`config.mk`:
```
export PLATFORM = sky130hd
export DESIGN_NAME = multicycle_sequencer
export DESIGN_NICKNAME = d
export VERILOG_FILES = /design/src/rtl/cpu_ctrl_pkg.sv /design/src/rtl/multicycle_sequencer_ack_timeout.sv /design/src/rtl/multicycle_sequencer.sv
export SDC_FILE = /design/constraint.sdc
export NUM_CORES = 1
export LEC_CHECK = 0
export CAP_MARGIN = 20
export CORE_UTILIZATION = 49
export DETAILED_ROUTE_END_ITERATION = 6
export PLACE_DENSITY = 0.86
export SYNTH_ARGS = -nofsm -noshare
export SYNTH_HDL_FRONTEND = slang
export SYNTH_HIERARCHICAL = 1
export SYNTH_SLANG_ARGS = --single-unit
```
`constraint.sdc`:
```
create_clock -name clk -period 6.6 [get_ports clk]
set_input_delay 1.32 -clock clk [delete_from_list [all_inputs] [get_ports clk]]
set_output_delay 1.32 -clock clk [all_outputs]
set_load 0.05 [all_outputs]
```
`src/rtl/cpu_ctrl_pkg.sv`:
```
// Shared types and constants for the multi-cycle CPU control path.
// Holds the sequencer state encoding, the instruction classes the sequencer
// cares about, the opcode field position and a classifier helper used by
// the sequencer to pick its path through DECODE / EXEC / MEM / WB.
package cpu_ctrl_pkg;

    typedef enum logic [2:0] {
        IDLE,
        FETCH,
        DECODE,
        EXEC,
        MEM,
        WB,
        HALTED
    } state_t;

    typedef enum logic [1:0] {
        CLS_ALU,
        CLS_LOAD,
        CLS_STORE,
        CLS_HALT
    } instr_class_t;

    localparam logic [3:0]  OP_LOAD    = 4'b0100;
    localparam logic [3:0]  OP_STORE   = 4'b0110;
    localparam logic [31:0] HALT_INSTR = 32'hFFFF_FFFF;
    localparam int          OPC_HI     = 16;
    localparam int          OPC_LO     = 13;

    // HALT is tested first: its opcode field is all ones, so it can never
    // alias LOAD or STORE, but checking it first keeps the intent obvious.
    function automatic instr_class_t classify(input logic [31:0] instr);
        if (instr == HALT_INSTR) begin
            return CLS_HALT;
        end else if (instr[OPC_HI:OPC_LO] == OP_LOAD) begin
            return CLS_LOAD;
        end else if (instr[OPC_HI:OPC_LO] == OP_STORE) begin
            return CLS_STORE;
        end else begin
            return CLS_ALU;
        end
    endfunction

endpackage

```
`src/rtl/multicycle_sequencer_ack_timeout.sv`:
```
// Ack wait watchdog for the sequencer's bus phases.
// Ports:
//   clk, reset - system clock, synchronous active-high reset
//   clear      - restart the count (pulsed when a wait phase is entered)
//   waiting    - a request is outstanding this cycle
//   ack        - the matching acknowledge for the outstanding request
//   expired    - this cycle is the TIMEOUT-th unacknowledged wait cycle
module ack_timeout #(
    parameter int TIMEOUT = 255
) (
    input  logic clk,
    input  logic reset,
    input  logic clear,
    input  logic waiting,
    input  logic ack,
    output logic expired
);

    localparam int CNT_W = ($clog2(TIMEOUT + 1) > 8) ? $clog2(TIMEOUT + 1) : 8;

    logic [CNT_W-1:0] cnt;

    always_ff @(posedge clk) begin
        if (reset || clear) begin
            cnt <= '0;
        end else if (waiting && !ack) begin
            cnt <= cnt + CNT_W'(1);
        end
    end

    // Flags the cycle in which the count would reach TIMEOUT; an ack in
    // that same cycle masks it, so a last-moment ack still wins.
    assign expired = waiting && !ack && (cnt == CNT_W'(TIMEOUT - 1));

endmodule

```
`src/rtl/multicycle_sequencer.sv`:
```
// Multi-cycle control sequencer for the 32-bit CPU. Fetches into the IR,
// steps the datapath through DECODE / EXEC / MEM / WB, and fires the
// register-file and data-memory write strobes once per instruction.
// Ports:
//   clk, reset             - system clock, synchronous active-high reset
//   run                    - keep sequencing instructions while high
//   imem_req/addr/ack/rdata - instruction fetch handshake
//   dmem_req/we/ack        - data memory handshake (we=1 for stores)
//   ir, pc                 - instruction register and program counter
//   rf_we                  - one-cycle register-file write pulse in WB
//   busy, halted           - status; busy is low only in IDLE and HALTED
//   bus_err                - sticky, set when an ack times out
//   instr_count            - retired-instruction counter (wraps)
//
// state  | meaning
// IDLE   | waiting for run
// FETCH  | imem request outstanding, latch IR and bump PC on ack
// DECODE | classify IR; HALT instruction stops here
// EXEC   | datapath execute cycle
// MEM    | dmem request outstanding (load or store)
// WB     | register-file write, retire
// HALTED | absorbing; only reset leaves
module multicycle_sequencer
    import cpu_ctrl_pkg::*;
#(
    parameter int            PC_W     = 10,
    parameter logic [PC_W-1:0] RESET_PC = '0,
    parameter int            TIMEOUT  = 255
) (
    input  logic            clk,
    input  logic            reset,
    input  logic            run,
    output logic            imem_req,
    output logic [PC_W-1:0] imem_addr,
    input  logic            imem_ack,
    input  logic [31:0]     imem_rdata,
    output logic            dmem_req,
    output logic            dmem_we,
    input  logic            dmem_ack,
    output logic [31:0]     ir,
    output logic [PC_W-1:0] pc,
    output logic            rf_we,
    output logic            busy,
    output logic            halted,
    output logic            bus_err,
    output logic [15:0]     instr_count
);

    state_t       state;
    state_t       state_next;
    instr_class_t cls;
    logic         fetch_done;
    logic         retire;
    logic         err_set;
    logic         waiting;
    logic         wait_ack;
    logic         wait_clear;
    logic         expired;

    assign cls = classify(ir);

    assign waiting  = (state == FETCH) || (state == MEM);
    assign wait_ack = (state == FETCH) ? imem_ack : dmem_ack;
    // Restart the watchdog whenever a bus phase is entered from elsewhere.
    assign wait_clear = (state_next != state) &&
                        ((state_next == FETCH) || (state_next == MEM));

    ack_timeout #(
        .TIMEOUT (TIMEOUT)
    ) u_ack_timeout (
        .clk     (clk),
        .reset   (reset),
        .clear   (wait_clear),
        .waiting (waiting),
        .ack     (wait_ack),
        .expired (expired)
    );

    always_ff @(posedge clk) begin
        if (reset) begin
            state       <= IDLE;
            pc          <= RESET_PC;
            ir          <= '0;
            instr_count <= '0;
            bus_err     <= 1'b0;
        end else begin
            state <= state_next;
            if (fetch_done) begin
                ir <= imem_rdata;
                pc <= pc + PC_W'(1);
            end
            if (retire) begin
                instr_count <= instr_count + 16'd1;
            end
            if (err_set) begin
                bus_err <= 1'b1;
            end
        end
    end

    always_comb begin
        state_next = state;
        imem_req   = 1'b0;
        dmem_req   = 1'b0;
        dmem_we    = 1'b0;
        rf_we      = 1'b0;
        fetch_done = 1'b0;
        retire     = 1'b0;
        err_set    = 1'b0;
        case (state)
            IDLE: begin
                if (run) begin
                    state_next = FETCH;
                end
            end
            FETCH: begin
                imem_req = 1'b1;
                if (imem_ack) begin
                    fetch_done = 1'b1;
                    state_next = DECODE;
                end else if (expired) begin
                    err_set    = 1'b1;
                    state_next = HALTED;
                end
            end
            DECODE: begin
                state_next = (cls == CLS_HALT) ? HALTED : EXEC;
            end
            EXEC: begin
                state_next = ((cls == CLS_LOAD) || (cls == CLS_STORE)) ? MEM : WB;
            end
            MEM: begin
                dmem_req = 1'b1;
                dmem_we  = (cls == CLS_STORE);
                if (dmem_ack) begin
                    if (cls == CLS_STORE) begin
                        retire     = 1'b1;
                        state_next = run ? FETCH : IDLE;
                    end else begin
                        state_next = WB;
                    end
                end else if (expired) begin
                    err_set    = 1'b1;
                    state_next = HALTED;
                end
            end
            WB: begin
                rf_we      = 1'b1;
                retire     = 1'b1;
                state_next = run ? FETCH : IDLE;
            end
            HALTED: begin
                state_next = HALTED;
            end
            default: begin
                state_next = IDLE;
            end
        endcase
    end

    // Address is only meaningful while fetching; parked at zero otherwise.
    assign imem_addr = imem_req ? pc : '0;
    assign busy      = (state != IDLE) && (state != HALTED);
    assign halted    = (state == HALTED);

endmodule

```
### Cell classes on the final placement

Scale bar: 20 um. Fill, decap, tap and diode cells in gray.
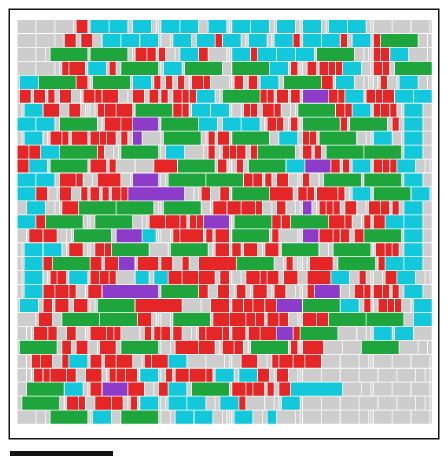
Purple stands for clock drivers and dummy loads, cells 16. Green stands for sequential cells, cells 70. Cyan stands for remaining buffers and delay cells, cells 115. Red stands for combinational and other logic, cells 310.

### Signal wires on met1

Supply wires on this layer in gray.
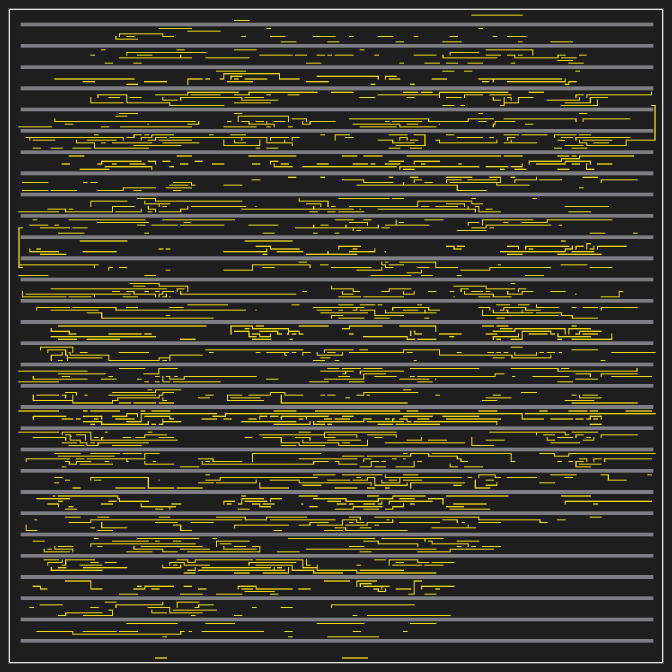
The layer carries 3670 um of wire. The layer holds 43% of the routed length. The wires run mostly horizontal.

### Routed metal, one color a layer

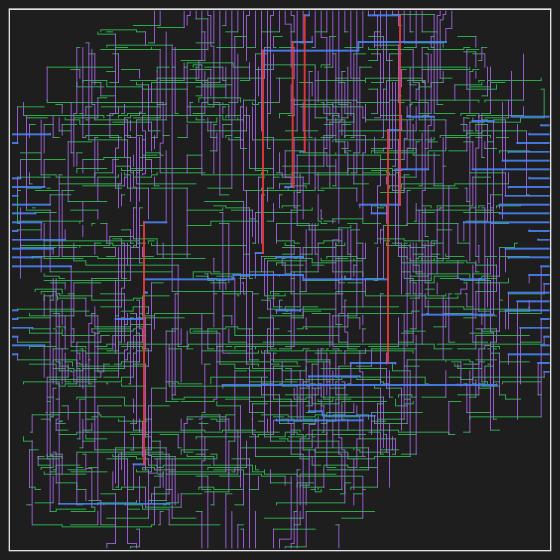
Green stands for metal 1, wire length 3670 um. Red stands for metal 4, wire length 178 um. Blue stands for metal 3, wire length 439 um. Purple stands for metal 2, wire length 4170 um.

### Placed standard cells

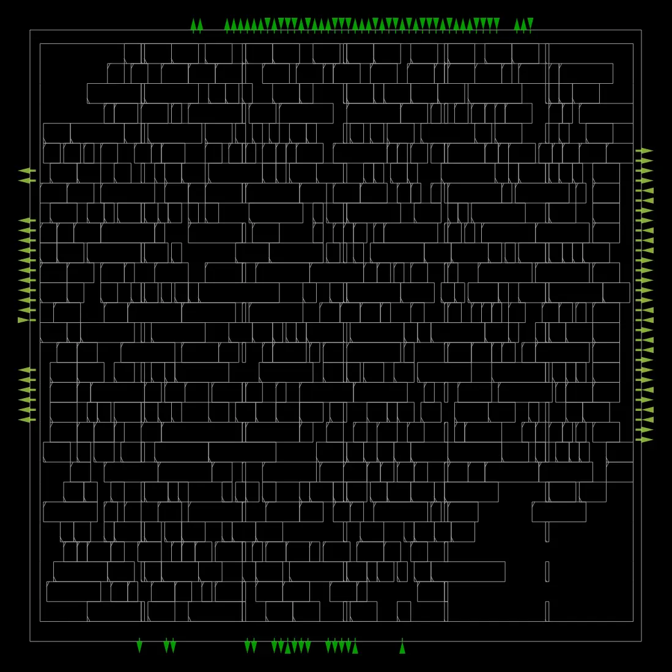
number of well taps: 77
Cell Rows: 29
flop count: 70
Final Util: 72.7%
area of the core: 6390 um^2

### Routed metal per tile

17 x 17 tiles, from black (low) to pale yellow (high), scaled to the fullest tile. Values are wire area over tile area, all layers added.
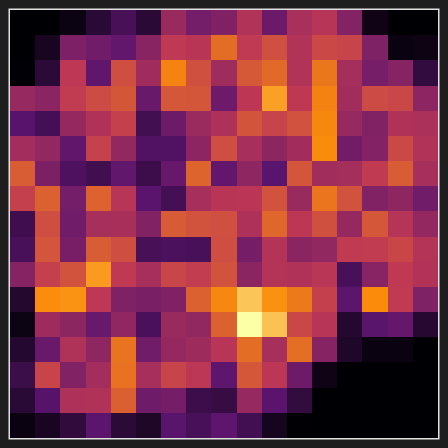
The emptiest ninth of the die: lower right. 30% of the tiles are over half the peak. The fullest tile reaches 0.51. The mean over all tiles is 0.19. 7.6% of the tiles are nearly empty.
WL/cell: 14.4 um
drt total wl: 8.46 mm
GRT Util Overall: 23.7%

==> impl_metrics.py <==
# Physical implementation metrics
metrics = {
    "outcome": {
        "status": "finished, final reports clean",
    },
    "floorplanning": {
        "fp_util_pct": 50.9,
        "die_height_um": 83.5,
    },
    "final_timing": {
        "fin_tns_setup_ns": 0,
        "whs_ns": 0.474,
        "max_freq_ghz": 0.220,
    },
    "place": {
        "globalplace.congestion": 0.876,
        "place_ws_ns": 1.73,
    },
    "drt": {
        "drtIter0Drc": 219,
        "vias": 3284,
        "top_layer": "met4",
    },
    "grt": {
        "grt_overflow_total": 0,
        "busiest_layer": "met2",
    },
    "critical_path": {
        "reg2reg_depth": 11,
        "cp-start-kind": "primary input",
        "worst-path-max-fanout": 37,
    },
    "power_and_ir_drop": {
        "internal-power_mw": 0.713,
        "powerDensity_nw_per_um2": 214,
        "comb_power_share_pct": 16.1,
        "powerClk_mw": 0.382,
        "power.leakage_nw": 1.60,
        "p_seq_share_pct": 45.4,
    },
    "cts": {
        "htree_levels": 3,
        "path_clk_slew_ns": 0.08,
        "cts_resized": 0,
    },
    "synth": {
        "synth_cells": 404,
        "ys.flops": 70,
        "netlist_top_cells_area": "dfxtp_1, nand2_1, a21oi_1, xnor2_1, nand4_1",
    },
    "hold_path": {
        "min_from": "ir[28]$_SDFFE_PP0P_",
        "holdPathEnd": "ir[28]$_SDFFE_PP0P_",
    },
    "cells_and_area": {
        "finish.instance_area_um2": 4640,
    },
}
[cell families (layout without fill, tap and decap cells)]
family          Yosys count  after routing  synth area share (%)
compound gates           82             82                  15.0
xor+xnor                 18             18                  4.85
fa+ha+maj                 6              6                  2.31
buf+inv                  33            140                  4.00
flops                    70             70                  43.1
simple gates            195            195                  30.8
[synth_stat cells (all sizes together), types with 2 or more instances]
| cell | instances |
|---|---|
| nand2 | 83 |
| dfxtp | 70 |
| a21oi | 49 |
| nor2 | 24 |
| clkbuf | 18 |
| nand4 | 16 |
| xnor2 | 12 |
| and2 | 11 |
| inv | 9 |
| nand3 | 8 |
| o31ai | 8 |
| or3 | 8 |
| or4 | 8 |
| nor4 | 7 |
| o21ai | 7 |
| buf | 6 |
| ha | 6 |
| xor2 | 6 |
| nor3 | 4 |
| or2 | 4 |
| and3 | 3 |
| nand3b | 3 |
| nor3b | 3 |
| a21boi | 2 |
| a31oi | 2 |
| and3b | 2 |
| nand2b | 2 |
| nor2b | 2 |
| o211ai | 2 |
| o21a | 2 |
| o22ai | 2 |
[worst max-delay path, stage by stage]
cell,delay (ns)
clkdlybuf4s50_1,0.50
nand4bb_1,0.14
buf_4,0.35
o21ai_0,0.25
nand3b_4,0.24
nor3_1,0.42
or4b_1,0.20
a31oi_1,0.11
o32ai_1,0.26
o22ai_1,0.13
or2_1,0.33
or4_1,0.49
nand2_1,0.07
[layout make-up]
type	count	area [um^2]
Multi-Input combinational cell	301	1740
Tap cell	77	96.3
Clock buffer	9	124
Timing Repair Buffer	115	1160
Clock inverter	7	96.3
Fill cell	502	1740
Sequential cell	70	1400
Inverter	9	33.8
